route_heat.png
The die is cut into 28 by 28 equal tiles; dark blue is low, red is high, scaled to the fullest tile. Values are wire area over tile area, all layers added.
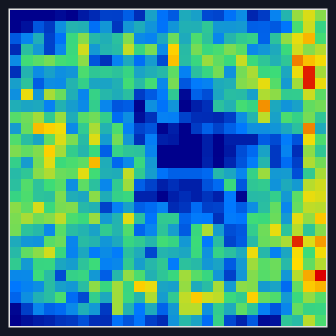
clock_nets.png
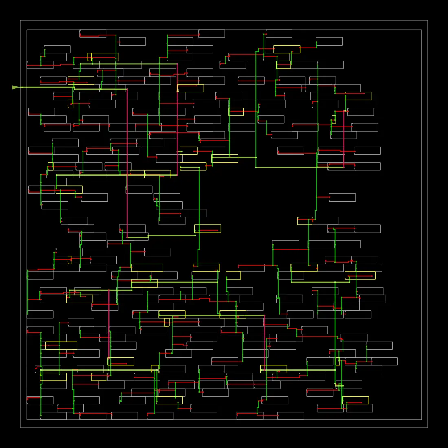
class_map.png
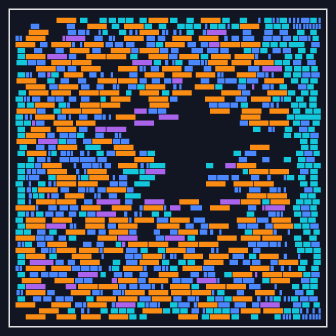
clock_wires.png
The bar under the picture is 50 um long.
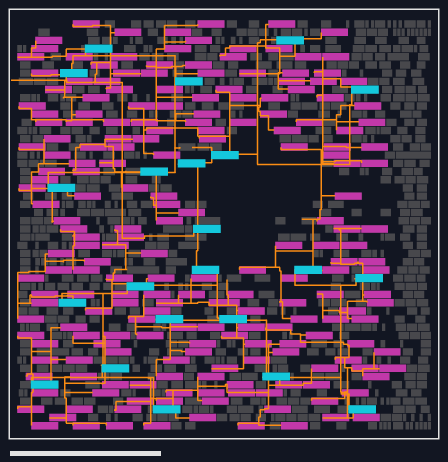
[src/rtl/muldiv_issue_if.sv]
// rtl/muldiv_issue_if.sv - Issue-side bus between muldiv_issue and the multiply/divide unit

interface muldiv_issue_if;
  logic        md_used;
  logic [2:0]  md_control;
  logic [31:0] md_srca;
  logic [31:0] md_srcb;
  logic        md_busy;
  logic [31:0] md_hi;
  logic [31:0] md_lo;

  modport master (
    output md_used, md_control, md_srca, md_srcb,
    input  md_busy, md_hi, md_lo
  );

  modport slave (
    input  md_used, md_control, md_srca, md_srcb,
    output md_busy, md_hi, md_lo
  );
endinterface

[src/rtl/muldiv_issue.sv]
// rtl/muldiv_issue.sv - Mul/div issue FIFO and HI/LO hazard control; MD_ISSUE_STATS_EN enables the stall counter

module muldiv_issue #(
  parameter int DEPTH = 2
) (
  input  logic          clk,
  input  logic          reset,
  input  logic          req_valid,
  input  logic [2:0]    req_op,
  input  logic [31:0]   req_a,
  input  logic [31:0]   req_b,
  input  logic          rd_req,
  input  logic          rd_hi,
  output logic [31:0]   rd_data,
  output logic          stall,
  muldiv_issue_if.master md,
  output logic [31:0]   stall_cnt
);

  localparam int PW = $clog2(DEPTH);
  localparam int CW = PW + 1;

  // IDLE: free to issue; HOLD: mul/div on md_used, unit busy not yet visible;
  // BUSY: waiting for the unit to drop busy.
  typedef enum logic [1:0] {
    S_IDLE = 2'd0,
    S_HOLD = 2'd1,
    S_BUSY = 2'd2
  } state_e;

  state_e        state_q, state_d;
  logic [2:0]    fifo_op_q [DEPTH];
  logic [2:0]    fifo_op_d [DEPTH];
  logic [31:0]   fifo_a_q  [DEPTH];
  logic [31:0]   fifo_a_d  [DEPTH];
  logic [31:0]   fifo_b_q  [DEPTH];
  logic [31:0]   fifo_b_d  [DEPTH];
  logic [PW-1:0] wr_ptr_q, wr_ptr_d;
  logic [PW-1:0] rd_ptr_q, rd_ptr_d;
  logic [CW-1:0] count_q, count_d;
  logic          md_used_q, md_used_d;
  logic [2:0]    md_control_q, md_control_d;
  logic [31:0]   md_srca_q, md_srca_d;
  logic [31:0]   md_srcb_q, md_srcb_d;

  logic          req_legal;
  logic          fifo_full;
  logic          fifo_empty;
  logic          push;
  logic          issue;
  logic          rd_ready;
  logic [2:0]    head_op;

  assign req_legal  = (req_op != 3'd0) && (req_op != 3'd7);
  assign fifo_full  = (count_q == CW'(DEPTH));
  assign fifo_empty = (count_q == '0);
  assign head_op    = fifo_op_q[rd_ptr_q];
  // Pushing is gated only on the current full flag; a same-cycle pop does not free a slot early.
  assign push       = req_valid && req_legal && !fifo_full;
  assign issue      = !fifo_empty &&
                      ((state_q == S_IDLE) || ((state_q == S_BUSY) && !md.md_busy));

  // Reads of HI/LO are safe only once nothing is queued, launching, or in flight.
  assign rd_ready = fifo_empty && !md_used_q && !md.md_busy && (state_q != S_HOLD);
  assign stall    = (rd_req && !rd_ready) || (req_valid && req_legal && fifo_full);
  assign rd_data  = rd_hi ? md.md_hi : md.md_lo;

  assign md.md_used    = md_used_q;
  assign md.md_control = md_control_q;
  assign md.md_srca    = md_srca_q;
  assign md.md_srcb    = md_srcb_q;

  // Next-state for FIFO, issue FSM and the registered unit-side outputs.
  always_comb begin
    state_d      = state_q;
    fifo_op_d    = fifo_op_q;
    fifo_a_d     = fifo_a_q;
    fifo_b_d     = fifo_b_q;
    wr_ptr_d     = wr_ptr_q;
    rd_ptr_d     = rd_ptr_q;
    md_used_d    = 1'b0;
    md_control_d = md_control_q;
    md_srca_d    = md_srca_q;
    md_srcb_d    = md_srcb_q;

    if (push) begin
      fifo_op_d[wr_ptr_q] = req_op;
      fifo_a_d[wr_ptr_q]  = req_a;
      fifo_b_d[wr_ptr_q]  = req_b;
      wr_ptr_d            = wr_ptr_q + PW'(1);
    end

    if (issue) begin
      md_used_d    = 1'b1;
      md_control_d = head_op;
      md_srca_d    = fifo_a_q[rd_ptr_q];
      md_srcb_d    = fifo_b_q[rd_ptr_q];
      rd_ptr_d     = rd_ptr_q + PW'(1);
      // mul/div must pass through HOLD so busy has a cycle to appear.
      state_d      = (head_op <= 3'd4) ? S_HOLD : S_IDLE;
    end else begin
      case (state_q)
        S_HOLD:  state_d = S_BUSY;
        S_BUSY:  state_d = md.md_busy ? S_BUSY : S_IDLE;
        default: state_d = S_IDLE;
      endcase
    end

    count_d = count_q + CW'(push) - CW'(issue);
  end

  // State registers; reset drops all queued ops with no unit handshake.
  always_ff @(posedge clk or negedge reset) begin
    if (!reset) begin
      state_q      <= S_IDLE;
      for (int i = 0; i < DEPTH; i++) begin
        fifo_op_q[i] <= '0;
        fifo_a_q[i]  <= '0;
        fifo_b_q[i]  <= '0;
      end
      wr_ptr_q     <= '0;
      rd_ptr_q     <= '0;
      count_q      <= '0;
      md_used_q    <= 1'b0;
      md_control_q <= '0;
      md_srca_q    <= '0;
      md_srcb_q    <= '0;
    end else begin
      state_q      <= state_d;
      fifo_op_q    <= fifo_op_d;
      fifo_a_q     <= fifo_a_d;
      fifo_b_q     <= fifo_b_d;
      wr_ptr_q     <= wr_ptr_d;
      rd_ptr_q     <= rd_ptr_d;
      count_q      <= count_d;
      md_used_q    <= md_used_d;
      md_control_q <= md_control_d;
      md_srca_q    <= md_srca_d;
      md_srcb_q    <= md_srcb_d;
    end
  end

`ifdef MD_ISSUE_STATS_EN
  logic [31:0] stall_cnt_q, stall_cnt_d;

  // Saturating count of stalled cycles.
  always_comb begin
    stall_cnt_d = stall_cnt_q;
    if (stall && (stall_cnt_q != 32'hFFFF_FFFF)) begin
      stall_cnt_d = stall_cnt_q + 32'd1;
    end
  end

  // Stall counter register.
  always_ff @(posedge clk or negedge reset) begin
    if (!reset) begin
      stall_cnt_q <= '0;
    end else begin
      stall_cnt_q <= stall_cnt_d;
    end
  end

  assign stall_cnt = stall_cnt_q;
`else
  assign stall_cnt = '0;
`endif

endmodule

[src/flat_wrapper.sv]
// flat-port wrapper written by rule: the top's interface ports become plain ports
module muldiv_issue_flat 
#(
  parameter int DEPTH = 2
)
  (clk, reset, req_valid, req_op, req_a, req_b, rd_req, rd_hi, rd_data, stall, stall_cnt, md_md_used, md_md_control, md_md_srca, md_md_srcb, md_md_busy, md_md_hi, md_md_lo);
  muldiv_issue_if md_i ();
  input  logic clk;
  input  logic reset;
  input  logic req_valid;
  input  logic [2:0] req_op;
  input  logic [31:0] req_a;
  input  logic [31:0] req_b;
  input  logic rd_req;
  input  logic rd_hi;
  output logic [31:0] rd_data;
  output logic stall;
  output logic [31:0] stall_cnt;
  output wire logic [$bits(md_i.md_used)-1:0] md_md_used;
  output wire logic [$bits(md_i.md_control)-1:0] md_md_control;
  output wire logic [$bits(md_i.md_srca)-1:0] md_md_srca;
  output wire logic [$bits(md_i.md_srcb)-1:0] md_md_srcb;
  input wire logic [$bits(md_i.md_busy)-1:0] md_md_busy;
  input wire logic [$bits(md_i.md_hi)-1:0] md_md_hi;
  input wire logic [$bits(md_i.md_lo)-1:0] md_md_lo;
  assign md_md_used = md_i.md_used;
  assign md_md_control = md_i.md_control;
  assign md_md_srca = md_i.md_srca;
  assign md_md_srcb = md_i.md_srcb;
  assign md_i.md_busy = md_md_busy;
  assign md_i.md_hi = md_md_hi;
  assign md_i.md_lo = md_md_lo;
  muldiv_issue #(.DEPTH(DEPTH)) u_core (.clk(clk), .reset(reset), .req_valid(req_valid), .req_op(req_op), .req_a(req_a), .req_b(req_b), .rd_req(rd_req), .rd_hi(rd_hi), .rd_data(rd_data), .stall(stall), .md(md_i), .stall_cnt(stall_cnt));
endmodule
[config.mk]
export PLATFORM = sky130hd
export DESIGN_NAME = muldiv_issue_flat
export DESIGN_NICKNAME = d
export VERILOG_FILES = /design/src/rtl/muldiv_issue_if.sv /design/src/rtl/muldiv_issue.sv /design/src/flat_wrapper.sv
export SDC_FILE = /design/constraint.sdc
export NUM_CORES = 1
export LEC_CHECK = 0
export ABC_AREA = 0
export CORE_MARGIN = 2
export CORE_UTILIZATION = 48
export DETAILED_ROUTE_END_ITERATION = 10
export PLACE_DENSITY = 0.8
export SLEW_MARGIN = 25
export SYNTH_ARGS = -nofsm -noshare
export SYNTH_HDL_FRONTEND = slang
export SYNTH_SLANG_ARGS = --single-unit
export TNS_END_PERCENT = 1
[constraint.sdc]
create_clock -name clk -period 3.3 [get_ports clk]
set_input_delay 0.99 -clock clk [delete_from_list [all_inputs] [get_ports clk]]
set_output_delay 0.99 -clock clk [all_outputs]
set_load 0.01 [all_outputs]
==> deck_impl_summary.md <==
Flow Results at a Glance

Outcome
  – Status: finished clean

Worst setup path
  – Maximum fanout along the worst path: 1
  – Worst path most repeated cell: clkdlybuf4s50_1
  – Worst r2r dst: u_core.fifo_b_q[41]$_DFFE_PN0P_
  – Endpoint class of the critical path: output pin
  – CP max stage cell: clkdlybuf4s50_1
  – Buf+Inv Stages, Crit Path: 2
  – Critical path arrival: 2260 ps
  – CP top delay family: buffers and inverters
  – Worst Setup EP: rd_data[8]
  – CP Data Required Time: 2310 ps
  – Setup crit start kind: input port

Detailed routing
  – Initial DRC Count: roughly 160
  – DRT Pass-1 Iters: 4
  – M1 wire length: ~8400 um
  – Via/cell ratio: 5.00
  – Met3 routed WL: about 1500 um

Cells and area
  – Fill count: ~1,400
  – Most frequent logic cell in the layout: clkdlybuf4s50_1
  – Share of post-route cells with drive strength above 1: 0.247
  – N_diodes: 0
  – Nets: ~1,100
  – Seq_cells: ~210
  – Signal buffers share of area: 0.210
  – Sequential Area: ~5200 um2

Pwr
  – Combinational Power: 4690 uW
  – Worst vdd ir: approximately 0.79 mV
  – NetSw: 3830 uW
  – Proportion of power drawn by the clock network: 0.211
  – Combinational Power Share: 0.393
  – Seq group: between 4000 and 5000 uW
  – Top Consumer: registers

Floorplan
  – Ports: ~270
  – Die height: approximately 140 um
  – Chip area: 20,200 um2

Yosys
  – Synth area leader: dfrtp_1
  – Synth Register Bits: between 200 and 250
  – Mapped Cells: a little under 700
  – Adder-Cell Fraction of Synth Area: 0.00684
  – Top-count cell post-synth: dfrtp_1
  – Yosys Instances: around 700
  – Synth Area in Compound Gates: 0.0400
  – Syn Area/Cell: about 13 um2
  – Synth Flop Type: dfrtp_1

Final timing
  – Rel. slew slack: 0.594
  – Min Hold Slack: around 460 ps
  – Final worst setup slack: ~47 ps
  – Final tally of hold violations: 0

Placement
  – Placed Area: between 10,000 and 15,000 um2
  – Dpl ws: -279 ps

Flow run
  – Log Warnings: 30

Global route
  – First-pass GRT wire length: 33,100 um
  – Gr ovfl total: 0
  – Initial antenna violation count: 0

Clocking
  – CTS H-tree depth: 1
  – Clk root buf: clkbuf_16
Notes on route_heat.png above:
tiles over half the peak: 27%
mean over tiles: 0.17
nearly empty tiles: 3.6%
emptiest ninth of the die: centre
fullest tile: 0.43
Vias: 5,858
final wirelength: 21,100 um
post-DR wirelength/cell: 18.0 um
total track usage: 0.208

Notes on clock_nets.png above:
CTS Buf Count: 22
clkbuf count: 33

Notes on class_map.png above:
legend:
  orange:
    class: registers
    cells: 208
  cyan:
    class: remaining buffers and delay cells
    cells: 257
  purple:
    class: clock drivers and dummy loads
    cells: 40
  blue:
    class: remaining logic cells
    cells: 433
final core occ: 0.668
Finished Cell Area: 12,500 um2
Seq area share: 0.417
area of the core: 18,700 um2

Notes on clock_wires.png above:
legend:
  magenta:
    item: flip-flops
    count: 208
  cyan:
    item: clock-net drivers
    count: 22
  orange:
    item: clock wires
    length: 2,560 um
flops lie: spread over the die
clock skew: 17.8 ps
clock-net power: 2520 uW

Power figures rest on the tool's default switching activity, not on a simulated workload.
